<file path="config.mk">
export PLATFORM = sky130hd
export DESIGN_NAME = muldiv_sequencer_flat
export DESIGN_NICKNAME = d
export VERILOG_FILES = /design/src/rtl/muldiv_sequencer_pkg.sv /design/src/rtl/muldiv_sequencer_if.sv /design/src/rtl/muldiv_sequencer_step.sv /design/src/rtl/muldiv_sequencer.sv /design/src/flat_wrapper.sv
export SDC_FILE = /design/constraint.sdc
export NUM_CORES = 1
export LEC_CHECK = 0
export CORE_MARGIN = 4
export CORE_UTILIZATION = 25
export CTS_CLUSTER_DIAMETER = 30
export DETAILED_ROUTE_END_ITERATION = 12
export RECOVER_POWER = 25
export SLEW_MARGIN = 10
export SYNTH_ARGS = -nofsm -noshare
export SYNTH_HDL_FRONTEND = slang
export SYNTH_SLANG_ARGS = --single-unit
</file>
<file path="constraint.sdc">
create_clock -name clk -period 4.75 [get_ports clk]
set_input_delay 0.475 -clock clk [delete_from_list [all_inputs] [get_ports clk]]
set_output_delay 0.475 -clock clk [all_outputs]
set_load 0.1 [all_outputs]
</file>
<file path="src/rtl/muldiv_sequencer_pkg.sv">
// Shared encodings for the multiply/divide sequencer: op codes, FSM states
// and small op-classification helpers.
package muldiv_sequencer_pkg;

  typedef enum logic [1:0] {
    MD_MULT  = 2'd0,
    MD_MULTU = 2'd1,
    MD_DIV   = 2'd2,
    MD_DIVU  = 2'd3
  } md_op_e;

  typedef enum logic [1:0] {
    S_IDLE  = 2'd0,
    S_CALC  = 2'd1,
    S_FIXUP = 2'd2
  } md_state_e;

  function automatic logic md_is_signed(input md_op_e op);
    return (op == MD_MULT) || (op == MD_DIV);
  endfunction

  function automatic logic md_is_div(input md_op_e op);
    return (op == MD_DIV) || (op == MD_DIVU);
  endfunction

endpackage

</file>
<file path="src/rtl/muldiv_sequencer_if.sv">
// Decoder <-> mul/div sequencer bundle: op issue, HI/LO moves and status.
interface muldiv_sequencer_if #(
  parameter int XLEN = 32
);
  logic            start_i;
  logic [1:0]      op_i;
  logic [XLEN-1:0] rs_i;
  logic [XLEN-1:0] rt_i;
  logic            mthi_i;
  logic            mtlo_i;
  logic            mf_req_i;
  logic [XLEN-1:0] hi_o;
  logic [XLEN-1:0] lo_o;
  logic            busy_o;
  logic            done_o;
  logic            stall_o;

  modport master (
    output start_i, op_i, rs_i, rt_i, mthi_i, mtlo_i, mf_req_i,
    input  hi_o, lo_o, busy_o, done_o, stall_o
  );

  modport slave (
    input  start_i, op_i, rs_i, rt_i, mthi_i, mtlo_i, mf_req_i,
    output hi_o, lo_o, busy_o, done_o, stall_o
  );
endinterface

</file>
<file path="src/rtl/muldiv_sequencer_step.sv">
// One combinational iteration: shift-add multiply or restoring-divide step
// on the 2*XLEN accumulator {upper, lower}.
module muldiv_sequencer_step #(
  parameter int XLEN = 32
) (
  input  logic              is_div_i,
  input  logic [2*XLEN-1:0] acc_i,
  input  logic [XLEN-1:0]   b_i,
  output logic [2*XLEN-1:0] acc_o
);

  logic [XLEN:0] sum;
  logic [XLEN:0] rem_sh;
  logic [XLEN:0] diff;

  always_comb begin
    // Multiply: upper half accumulates the multiplicand, carry shifts back in.
    sum    = {1'b0, acc_i[2*XLEN-1:XLEN]} + (acc_i[0] ? {1'b0, b_i} : '0);
    // Divide: remainder picks up the next dividend bit before the trial subtract.
    rem_sh = {acc_i[2*XLEN-1:XLEN], acc_i[XLEN-1]};
    diff   = rem_sh - {1'b0, b_i};
    if (is_div_i) begin
      if (!diff[XLEN]) begin
        acc_o = {diff[XLEN-1:0], acc_i[XLEN-2:0], 1'b1};
      end else begin
        acc_o = {rem_sh[XLEN-1:0], acc_i[XLEN-2:0], 1'b0};
      end
    end else begin
      acc_o = {sum, acc_i[XLEN-1:1]};
    end
  end

endmodule

</file>
<file path="src/rtl/muldiv_sequencer.sv">
// Multi-cycle MULT/MULTU/DIV/DIVU sequencer and owner of the HI/LO registers;
// iterates one bit per cycle and stalls conflicting requests while busy.
module muldiv_sequencer
  import muldiv_sequencer_pkg::*;
#(
  parameter int XLEN  = 32,
  parameter int CNT_W = 5
) (
  input  logic               clk,
  input  logic               rst_n,
  muldiv_sequencer_if.slave  bus
);

  localparam logic [CNT_W-1:0] CNT_LAST = CNT_W'(XLEN - 1);
  localparam logic [XLEN-1:0]  DIV0_LO  = '1;

  function automatic logic [XLEN-1:0] cond_neg_x(input logic neg, input logic [XLEN-1:0] v);
    return neg ? -v : v;
  endfunction

  function automatic logic [2*XLEN-1:0] cond_neg_w(input logic neg, input logic [2*XLEN-1:0] v);
    return neg ? -v : v;
  endfunction

  md_state_e         state_q, state_d;
  logic [CNT_W-1:0]  cnt_q, cnt_d;
  md_op_e            op_q, op_d;
  logic              rs_neg_q, rs_neg_d;
  logic              rt_neg_q, rt_neg_d;
  logic [XLEN-1:0]   hi_q, hi_d;
  logic [XLEN-1:0]   lo_q, lo_d;
  logic              done_q, done_d;

  logic [2*XLEN-1:0] acc_q, acc_d;
  logic [XLEN-1:0]   b_q, b_d;
  logic [XLEN-1:0]   rs_orig_q, rs_orig_d;

  md_op_e            op_in;
  logic              in_signed;
  logic              rs_neg_in;
  logic              rt_neg_in;
  logic [XLEN-1:0]   rs_mag;
  logic [XLEN-1:0]   rt_mag;
  logic [2*XLEN-1:0] step_acc;
  logic [2*XLEN-1:0] prod_fix;
  logic [XLEN-1:0]   quot_fix;
  logic [XLEN-1:0]   rem_fix;

  muldiv_sequencer_step #(.XLEN(XLEN)) u_step (
    .is_div_i (md_is_div(op_q)),
    .acc_i    (acc_q),
    .b_i      (b_q),
    .acc_o    (step_acc)
  );

  always_comb begin
    op_in     = md_op_e'(bus.op_i);
    in_signed = md_is_signed(op_in);
    rs_neg_in = in_signed & bus.rs_i[XLEN-1];
    rt_neg_in = in_signed & bus.rt_i[XLEN-1];
    rs_mag    = cond_neg_x(rs_neg_in, bus.rs_i);
    rt_mag    = cond_neg_x(rt_neg_in, bus.rt_i);
    // Sign flags are already zero for unsigned ops, so no op check is needed here.
    prod_fix  = cond_neg_w(rs_neg_q ^ rt_neg_q, acc_q);
    quot_fix  = cond_neg_x(rs_neg_q ^ rt_neg_q, acc_q[XLEN-1:0]);
    rem_fix   = cond_neg_x(rs_neg_q, acc_q[2*XLEN-1:XLEN]);
  end

  always_comb begin
    state_d   = state_q;
    cnt_d     = cnt_q;
    op_d      = op_q;
    rs_neg_d  = rs_neg_q;
    rt_neg_d  = rt_neg_q;
    hi_d      = hi_q;
    lo_d      = lo_q;
    done_d    = 1'b0;
    acc_d     = acc_q;
    b_d       = b_q;
    rs_orig_d = rs_orig_q;

    unique case (state_q)
      S_IDLE: begin
        if (bus.start_i) begin
          op_d      = op_in;
          rs_neg_d  = rs_neg_in;
          rt_neg_d  = rt_neg_in;
          rs_orig_d = bus.rs_i;
          cnt_d     = '0;
          state_d   = S_CALC;
          if (md_is_div(op_in)) begin
            acc_d = {{XLEN{1'b0}}, rs_mag};
            b_d   = rt_mag;
          end else begin
            acc_d = {{XLEN{1'b0}}, rt_mag};
            b_d   = rs_mag;
          end
        end else begin
          if (bus.mthi_i) hi_d = bus.rs_i;
          if (bus.mtlo_i) lo_d = bus.rs_i;
        end
      end
      S_CALC: begin
        acc_d = step_acc;
        cnt_d = cnt_q + CNT_W'(1);
        if (cnt_q == CNT_LAST) state_d = S_FIXUP;
      end
      S_FIXUP: begin
        done_d  = 1'b1;
        state_d = S_IDLE;
        if (!md_is_div(op_q)) begin
          hi_d = prod_fix[2*XLEN-1:XLEN];
          lo_d = prod_fix[XLEN-1:0];
        end else if (b_q == '0) begin
          // Divide by zero reports the untouched dividend rather than the magnitude.
          hi_d = rs_orig_q;
          lo_d = DIV0_LO;
        end else begin
          hi_d = rem_fix;
          lo_d = quot_fix;
        end
      end
      default: state_d = S_IDLE;
    endcase
  end

  always_ff @(posedge clk or negedge rst_n) begin
    if (!rst_n) begin
      state_q  <= S_IDLE;
      cnt_q    <= '0;
      op_q     <= MD_MULT;
      rs_neg_q <= 1'b0;
      rt_neg_q <= 1'b0;
      hi_q     <= '0;
      lo_q     <= '0;
      done_q   <= 1'b0;
    end else begin
      state_q  <= state_d;
      cnt_q    <= cnt_d;
      op_q     <= op_d;
      rs_neg_q <= rs_neg_d;
      rt_neg_q <= rt_neg_d;
      hi_q     <= hi_d;
      lo_q     <= lo_d;
      done_q   <= done_d;
    end
  end

  // Datapath working registers are always loaded on start before use.
  always_ff @(posedge clk) begin
    acc_q     <= acc_d;
    b_q       <= b_d;
    rs_orig_q <= rs_orig_d;
  end

  assign bus.hi_o    = hi_q;
  assign bus.lo_o    = lo_q;
  assign bus.busy_o  = (state_q != S_IDLE);
  assign bus.done_o  = done_q;
  assign bus.stall_o = (state_q != S_IDLE) &
                       (bus.start_i | bus.mthi_i | bus.mtlo_i | bus.mf_req_i);

endmodule
</file>
<file path="src/flat_wrapper.sv">
// flat-port wrapper written by rule: the top's interface ports become plain ports
module muldiv_sequencer_flat import muldiv_sequencer_pkg::*;
#(
  parameter int XLEN  = 32,
  parameter int CNT_W = 5
)
  (clk, rst_n, bus_start_i, bus_op_i, bus_rs_i, bus_rt_i, bus_mthi_i, bus_mtlo_i, bus_mf_req_i, bus_hi_o, bus_lo_o, bus_busy_o, bus_done_o, bus_stall_o);
  muldiv_sequencer_if #(.XLEN(XLEN)) bus_i ();
  input  logic clk;
  input  logic rst_n;
  input wire logic [$bits(bus_i.start_i)-1:0] bus_start_i;
  input wire logic [$bits(bus_i.op_i)-1:0] bus_op_i;
  input wire logic [$bits(bus_i.rs_i)-1:0] bus_rs_i;
  input wire logic [$bits(bus_i.rt_i)-1:0] bus_rt_i;
  input wire logic [$bits(bus_i.mthi_i)-1:0] bus_mthi_i;
  input wire logic [$bits(bus_i.mtlo_i)-1:0] bus_mtlo_i;
  input wire logic [$bits(bus_i.mf_req_i)-1:0] bus_mf_req_i;
  output wire logic [$bits(bus_i.hi_o)-1:0] bus_hi_o;
  output wire logic [$bits(bus_i.lo_o)-1:0] bus_lo_o;
  output wire logic [$bits(bus_i.busy_o)-1:0] bus_busy_o;
  output wire logic [$bits(bus_i.done_o)-1:0] bus_done_o;
  output wire logic [$bits(bus_i.stall_o)-1:0] bus_stall_o;
  assign bus_i.start_i = bus_start_i;
  assign bus_i.op_i = bus_op_i;
  assign bus_i.rs_i = bus_rs_i;
  assign bus_i.rt_i = bus_rt_i;
  assign bus_i.mthi_i = bus_mthi_i;
  assign bus_i.mtlo_i = bus_mtlo_i;
  assign bus_i.mf_req_i = bus_mf_req_i;
  assign bus_hi_o = bus_i.hi_o;
  assign bus_lo_o = bus_i.lo_o;
  assign bus_busy_o = bus_i.busy_o;
  assign bus_done_o = bus_i.done_o;
  assign bus_stall_o = bus_i.stall_o;
  muldiv_sequencer #(.XLEN(XLEN), .CNT_W(CNT_W)) u_core (.clk(clk), .rst_n(rst_n), .bus(bus_i));
endmodule
</file>
### The metal 2 layer, run 1

(1.5 px per um)
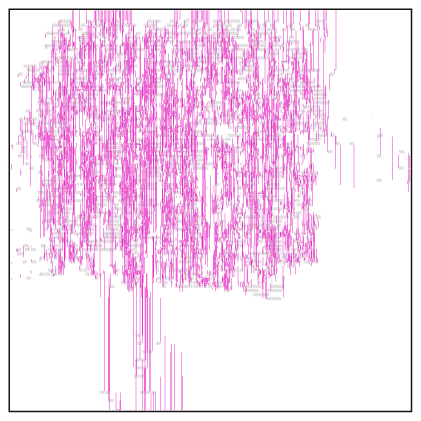
nets with wire on the layer: 1872
longest straight run: 85.0 um
met2 GRT Util: 29.47%
routed wire length: 65.83 mm

### Metal layers overlaid, run 1

(2 px per um) Two of the layers only.
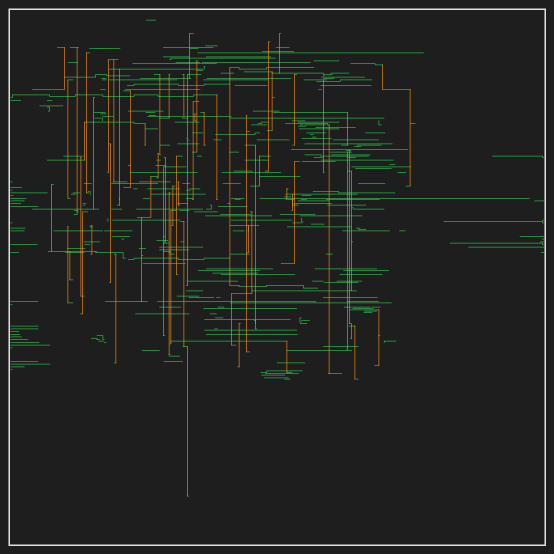
| layer | colour | wire length |
|---|---|---|
| M3 | green | 4940 um |
| M4 | orange | 3070 um |
vias post-DR: 16040
GRT Overall Usage: 17.69%
Wirelength per Cell: 22.15 um

==> results_slide.txt, run 1 <==
Key Metrics from the Run

Status
  – Status: completed

Die
  – Core Area: 0.06622 sq mm
  – Die area: 0.07140 sq mm
  – Die height: 267.2 um
  – Rows: 94
  – Core Util at FP: 25.37%
  – Die W: 267.2 um
  – Tap Cells: 864

Detailed routing
  – WL met3: 4.935 mm
  – Met2 wire len: 31.05 mm
  – M1 WL: 26.78 mm
  – DRC Markers: 0
  – Highest routed layer: met4

Clocking
  – Worst-path clk slew: 0.05 ns
  – Root Buffer: clkbuf_16
  – CTS H-tree depth: 2
  – CTS Hold Bufs: 1
  – CTS buffer count: 54
  – CTS tree: yes

Logic synthesis
  – Area leader share: 22.88%
  – Dominant flop cell: edfxtp_1
  – Simple-Gate Fraction of Synth Area: 16.68%
  – Post-synth EDFFs: 128
  – Synthesized instance count: 1943
  – Synth flops: 203
  – Cell type with the largest total area: edfxtp_1
  – Top logic family: AND-OR/OR-AND gates
  – Async set-reset flop share out of synthesis: 36.95%
  – Most frequent cell after synthesis: nand2_1
  – Synthesized area per cell: 8.644 sq um
  – Commonest cells post-synth: nand2_1, nor2_1, a21oi_1
  – Cell area after synthesis: 0.01680 sq mm
  – Seq/Total Area, Yosys: 34.06%
  – Floorplan net count: 2087
  – Synth warn: 0

Finish
  – Logic area: 0.01038 sq mm
  – Final clock-cell share: 9.036%
  – Non-clk buf share: 8.096%
  – Clock Buffer Count: 63
  – Antenna diode instance count: 0
  – Max reg flops: 64
  – Commonest Layout Cell: nand2_1
  – Combinational share of cell area: 49.35%
  – Fill count: 6791
  – Register area: 0.005724 sq mm
  – Flop share of the area: 27.22%
  – Final Cell Area: 0.02103 sq mm
  – Core Util, Final: 31.76%
  – Share of post-route cells with drive strength above 1: 8.681%
  – Bufs w/o clock: 188
  – Inverters: 65

Worst hold path
  – Worst min path class: reg -> reg
  – Hold Path Sink: u_core.cnt_q[3]

Timing
  – Final setup margin: 0.7139 ns
  – Minimum clock period: 4.036 ns
  – Hold WS: 0.5101 ns
  – RSZ-0062 raised after global routing: false
  – Pins over their slew limit: 0
  – Setup Skew: 0.02161 ns
  – Fin. Hold Viols: 0
  – Final setup fails: 0
  – Tightest Pin Transition: 1.474 ns

Power and ir drop
  – Top power group: combinational logic
  – Clock power frac: 20.7%
  – Tot Pwr: 18330 uW
  – Switch Pwr: 9129 uW
  – Leakage: 0.008036 uW
  – Pwr dens: 871.5 mW/mm^2
  – Sequential power share: 21.4%
  – Clk. pwr: 3790 uW

Setup path
  – Buf+Inv Stages, Crit Path: 2
  – CP arrival: 4.44 ns
  – Worst r2r path cells: 13
  – Crit-path max FO: 14
  – Crit path kind: reg -> reg
  – CP Cell Sequence: inv_1 > ha_1 > fa_1 > nor2b_1 > o2111a_1 > nor3_1 > nor4_1 > nor3_2 > nor3_2 > or2_1 > buf_4 > nand2_1 > a31oi_1
  – Reg2Reg Setup Slack: 0.71 ns
  – Most frequent CP cell: nor3_2
  – Setup crit end: u_core.acc_q[47]
  – CP required: 5.15 ns
  – Critical path's top delay family: simple AND/OR/NAND/NOR gates
  – Worst setup SP type: register
  – Largest stage delay on the critical path: 0.65 ns
  – Critical path depth: 13
  – RR Endpoint: u_core.acc_q[47]

Global routing
  – Most used routing layer: met2
  – First-pass GRT wire length: 97.14 mm
  – Initial antenna violation count: 0
  – Met3 Resource Use GR: 3.307%
  – Vias in the first global route: 15720

Place
  – Gpl congestion: 0.9433
  – Pre-CTS WS: 0.7141 ns
  – Placed Instances: 2870

Flow run
  – Tool warning count: 26
### A small window of the routed layout, run 1

Region (190, 190) to (210, 210) um. Cells in grey, sequential cells in the stronger grey; small squares are vias.
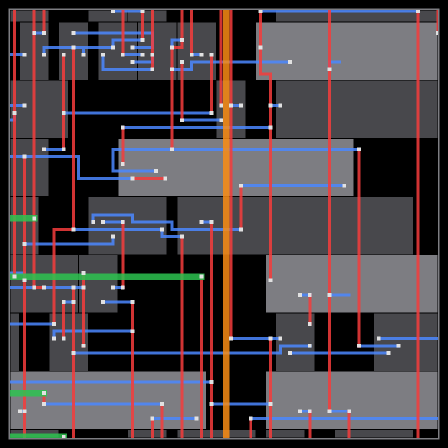
| layer | colour |
|---|---|
| M4 | orange |
| M2 | red |
| M1 | blue |
| M3 | green |
most frequent: o21ai_1 (3), dfrtp_1 (3)
sequential cells in the window: 5
cells with their middle in the window: 21
netlist names of flops here include: `u_core.bus.hi_o` (3), `u_core.rs_orig_q` (2)

### Wires at chosen ports, followed through buffers, run 1

(1.5 px per um)
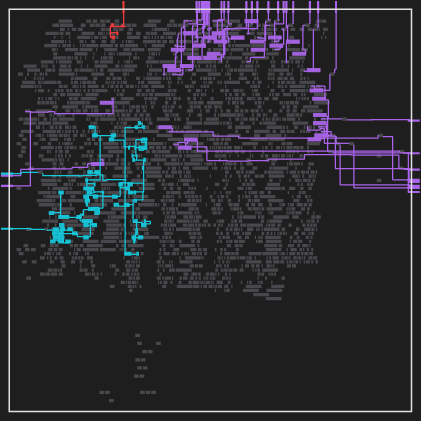

==> run 2: changes to the inputs <==
clock period = 3.95 ns   (was 4.75 ns; I/O delays follow)
### Wires at chosen ports, followed through buffers, run 2

(1.5 px per um)
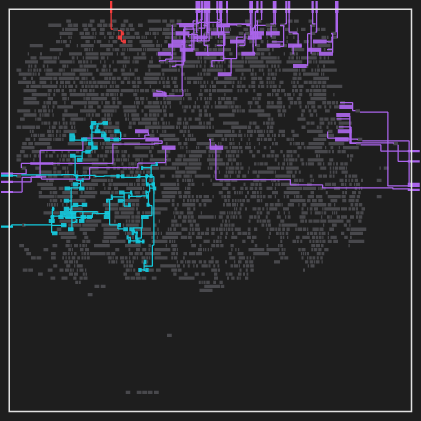
| port | colour | direction | end cells | wire |
|---|---|---|---|---|
| `bus_op_i` | cyan | input | 82 | 691 um |
| `bus_hi_o` | purple | output | 32 | 1870 um |
| `bus_mtlo_i` | red | input | 3 | 26.8 um |
Buffers on Ports: 138
num ports: 139

==> run 2 against run 1 <==
Cell count rose by 2.7%. Flip-flop count did not move. Die size is the same. The flow now finishes with violations (capacitance limit, slew limit). Synthesized cell count is the same. Critical endpoint is now u_core.acc_q[61]. Design area rose by 3.3%. Sequential share of layout area fell by 0.86 points. Worst hold slack got worse by 0.15 ns. Power rose by 25%. Largest power group unchanged.
==> results_slide.txt, run 2 <==
Key Metrics from the Run

Status
  – Status: finished, violations left
  – Failing checks: capacitance limit, slew limit

Timing
  – Fin. Hold Viols: 0
  – Final setup margin: 0.2051 ns
  – Pins over their slew limit: 51
  – Tightest Pin Transition: 2.077 ns
  – RSZ-0062 raised after global routing: false
  – Final setup fails: 0

Finish
  – Antenna diode instance count: 0
  – Logic area: 0.01038 sq mm
  – Inverters: 65
  – Flop share of the area: 26.35%
  – Commonest Layout Cell: nand2_1
  – Share of post-route cells with drive strength above 1: 11.88%
  – Core Util, Final: 32.80%
  – Register area: 0.005724 sq mm
  – Final Cell Area: 0.02172 sq mm
  – Max reg flops: 64
  – Non-clk buf share: 10.66%
  – Clock Buffer Count: 68
  – Combinational share of cell area: 47.80%

Clocking
  – CTS tree: yes
  – CTS H-tree depth: 2
  – Worst-path clk slew: 0.05 ns
  – Root Buffer: clkbuf_16
  – CTS buffer count: 55

Power and ir drop
  – Clock power frac: 20.5%
  – Sequential power share: 19.4%
  – Clk. pwr: 4700 uW
  – Switch Pwr: 11330 uW
  – Pwr dens: 1056 mW/mm^2
  – Leakage: 0.008448 uW
  – Tot Pwr: 22930 uW

Global routing
  – Most used routing layer: met2
  – Met2 GRT Util: 31.73%
  – First-pass GRT wire length: 102.8 mm

Die
  – Tap Cells: 864
  – Die W: 267.2 um
  – Core Util at FP: 25.37%
  – Rows: 94
  – Die height: 267.2 um
  – Core Area: 0.06622 sq mm

Logic synthesis
  – Cell area after synthesis: 0.01680 sq mm
  – Async set-reset flop share out of synthesis: 36.95%
  – Synth flops: 203
  – Dominant flop cell: edfxtp_1
  – Simple-Gate Fraction of Synth Area: 16.68%
  – Cell type with the largest total area: edfxtp_1
  – Synthesized instance count: 1943
  – Floorplan net count: 2087
  – Seq/Total Area, Yosys: 34.06%
  – Commonest cells post-synth: nand2_1, nor2_1, a21oi_1
  – Synthesized area per cell: 8.644 sq um
  – Post-synth EDFFs: 128
  – Area leader share: 22.88%
  – Synth warn: 0
  – Top logic family: AND-OR/OR-AND gates

Setup path
  – Largest stage delay on the critical path: 0.40 ns
  – Crit-path max FO: 22
  – Critical path's top delay family: AND-OR/OR-AND gates
  – Worst setup SP type: register
  – Setup crit end: u_core.acc_q[61]
  – Reg2Reg Setup Slack: 0.21 ns
  – Worst r2r path cells: 14
  – CP arrival: 4.18 ns
  – RR Endpoint: u_core.acc_q[61]
  – Critical path depth: 14
  – Buf+Inv Stages, Crit Path: 3
  – Crit path kind: reg -> reg

Detailed routing
  – Highest routed layer: met5
  – DRC Markers: 0
  – Wirelength per Cell: 22.92 um
  – Routed wire length: 69.95 mm
  – M1 WL: 28.05 mm
  – Met2 wire len: 33.32 mm

Flow run
  – Max-cap violations: 2
  – Tool warning count: 26

Place
  – Placed Instances: 2949
  – Gpl congestion: 0.9601
  – Pre-CTS WS: 0.2206 ns
### Clock nets, run 2

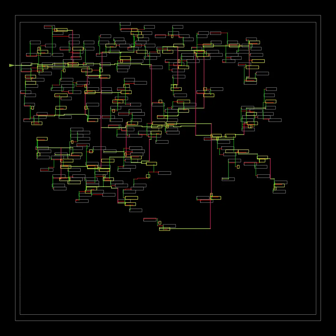
clk sink count: 203
Setup Skew: 0.03789 ns

### The metal 2 layer, run 2

(1.5 px per um)
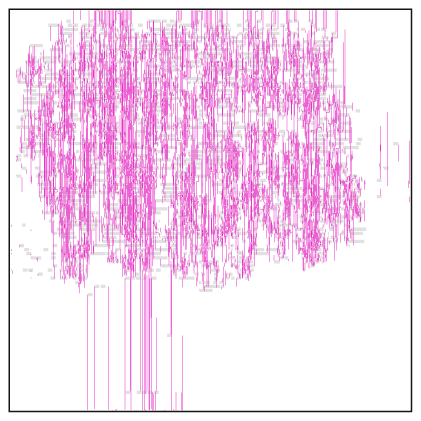

==> run 3: changes to the inputs <==
SLEW_MARGIN = 40   (was 10)
### The metal 2 layer, run 3

(1.5 px per um)
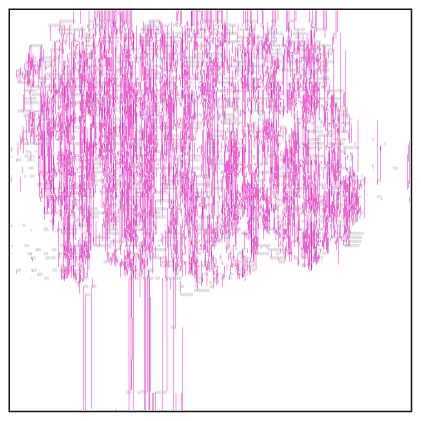
main direction: vertical
longest straight run: 93.2 um
nets with wire on the layer: 1972
share of all routed wire: 48%
wire length on this layer: 33.5 mm
vias post-DR: 16610
routed wire length: 69.85 mm
met2 GRT Util: 31.72%

==> run 3 against run 2 <==
The flow still finishes with violations (capacitance limit, slew limit). Critical path type unchanged. Critical endpoint unchanged. Worst hold slack improved by 0.018 ns. Utilization fell by 0.43 points. Clock-buffer cell count did not move. Clock power rose by 2%. Area after synthesis did not move. Global-route usage rose by 0.11 points. Clock skew rose by 0.0011 ns.
==> results_slide.txt, run 3 <==
Key Metrics from the Run

Logic synthesis
  – Synth flops: 203
  – Area leader share: 22.88%
  – Top logic family: AND-OR/OR-AND gates
  – Seq/Total Area, Yosys: 34.06%
  – Commonest cells post-synth: nand2_1, nor2_1, a21oi_1
  – Floorplan net count: 2087
  – Xor+xnor area frac: 10.69%
  – Synthesized instance count: 1943
  – Synthesized area per cell: 8.644 sq um
  – Synth warn: 0
  – Simple-Gate Fraction of Synth Area: 16.68%
  – Async set-reset flop share out of synthesis: 36.95%
  – Most frequent cell after synthesis: nand2_1
  – Yosys stat area: 0.01680 sq mm
  – Dominant flop cell: edfxtp_1
  – Post-synth EDFFs: 128
  – Cell area after synthesis: 0.01680 sq mm
  – Cell type with the largest total area: edfxtp_1

Finish
  – Combinational share of cell area: 48.51%
  – Nets@finish: 2286
  – Final Cell Area: 0.02144 sq mm
  – Area growth, synth to finish: 27.64%
  – Inverters: 65
  – Logic area: 0.01040 sq mm
  – #MultiIn Comb: 1551
  – Largest area class, layout: combinational gates
  – Largest reg by FF count: u_core.acc_q
  – Fin cells: 3050
  – Register area: 0.005724 sq mm
  – Share of post-route cells with drive strength above 1: 14.78%
  – Non-clk buf share: 9.309%
  – Flop Count: 203
  – Fill count: 6852
  – Bufs w/o clock: 268
  – Commonest Layout Cell: nand2_1
  – Final clock-cell share: 9.280%
  – Flop share of the area: 26.70%
  – Core Util, Final: 32.38%
  – Max reg flops: 64
  – Clock Buffer Count: 68
  – Antenna diode instance count: 0

Die
  – Rows: 94
  – Die W: 267.2 um
  – Die height: 267.2 um
  – Tap Cells: 864
  – Die area: 0.07140 sq mm
  – Core Area: 0.06622 sq mm
  – Num ports: 139
  – Core Util at FP: 25.37%

Power and ir drop
  – Sequential power share: 19.6%
  – Comb pwr: 13500 uW
  – Cell-internal power: 11400 uW
  – Clock power frac: 21.1%
  – Leakage: 0.008475 uW
  – Tot Pwr: 22690 uW
  – Pwr dens: 1059 mW/mm^2
  – Top power group: combinational logic
  – Sw frac: 49.74%
  – Switch Pwr: 11290 uW
  – Worst VDD drop: 883.9 uV

Clocking
  – Root Buffer: clkbuf_16
  – CTS resizes: 0
  – CTS tree: yes
  – CTS H-tree depth: 2
  – Worst-path clk slew: 0.05 ns
  – CTS Hold Bufs: 1
  – Clock Tree Buf Depth: 3
  – Clk sink count: 203

Setup path
  – Largest stage delay on the critical path: 0.40 ns
  – Crit-path max FO: 22
  – RR Endpoint: u_core.acc_q[61]
  – CP required: 4.38 ns
  – Worst setup SP type: register
  – Reg2Reg Setup Slack: 0.22 ns
  – CP arrival: 4.16 ns
  – Worst r2r path cells: 14
  – CP Cell Sequence: inv_1 > ha_1 > fa_1 > nor2b_1 > o2111a_1 > nor3_1 > nor4_1 > buf_4 > nor3_2 > o21a_2 > or2_1 > buf_12 > o311a_1 > a211oi_2
  – Crit. End Element: register
  – Critical path's top delay family: AND-OR/OR-AND gates
  – Critical path depth: 14
  – Setup crit end: u_core.acc_q[61]
  – Buf+Inv Stages, Crit Path: 3
  – Crit path kind: reg -> reg

Global routing
  – GRT Overall Usage: 18.90%
  – Initial antenna violation count: 1
  – Vias in the first global route: 16280
  – Overflow after GRT: 0
  – Most used routing layer: met2
  – First-pass GRT wire length: 103.4 mm
  – Met3 Resource Use GR: 3.445%
  – Largest net degree at the start of global routing: 73
  – Grt met1 use: 24.58%

Timing
  – TNS Setup: 0 ns
  – Pins over their slew limit: 51
  – Tightest Pin Transition: 2.082 ns
  – Hold WS: 0.3818 ns
  – Final setup margin: 0.2202 ns
  – RSZ-0062 raised after global routing: false
  – Max transition margin: -39.10%
  – Max Clk Rate: 0.2681 GHz
  – Final setup fails: 0
  – Minimum clock period: 3.730 ns
  – Fin. Hold Viols: 0

Place
  – Placed Instances: 2949
  – Pre-CTS WS: 0.2336 ns
  – Buffers on Ports: 138
  – DP Area: 0.01950 sq mm
  – Gpl congestion: 0.9601

Detailed routing
  – Wirelength per Cell: 22.90 um
  – DRC Markers: 0
  – M1 WL: 28.43 mm
  – Met2 wire len: 33.49 mm
  – Highest routed layer: met4
  – Vias per cell: 5.447
  – WL met3: 5.493 mm

Worst hold path
  – Worst min path class: in -> async

Flow run
  – Max-cap violations: 2
  – Tool warning count: 26

Status
  – Status: finished, violations left
  – Failing checks: capacitance limit, slew limit
### Clock nets, run 3

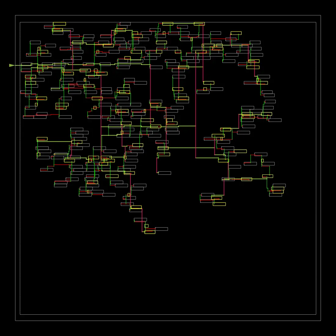
Clk. pwr: 4790 uW
CTS buffer count: 53
clk ins delay skew pair: 0.61 ns
Setup Skew: 0.03895 ns

No activity file was given, so power comes from the tool's default toggle rates.
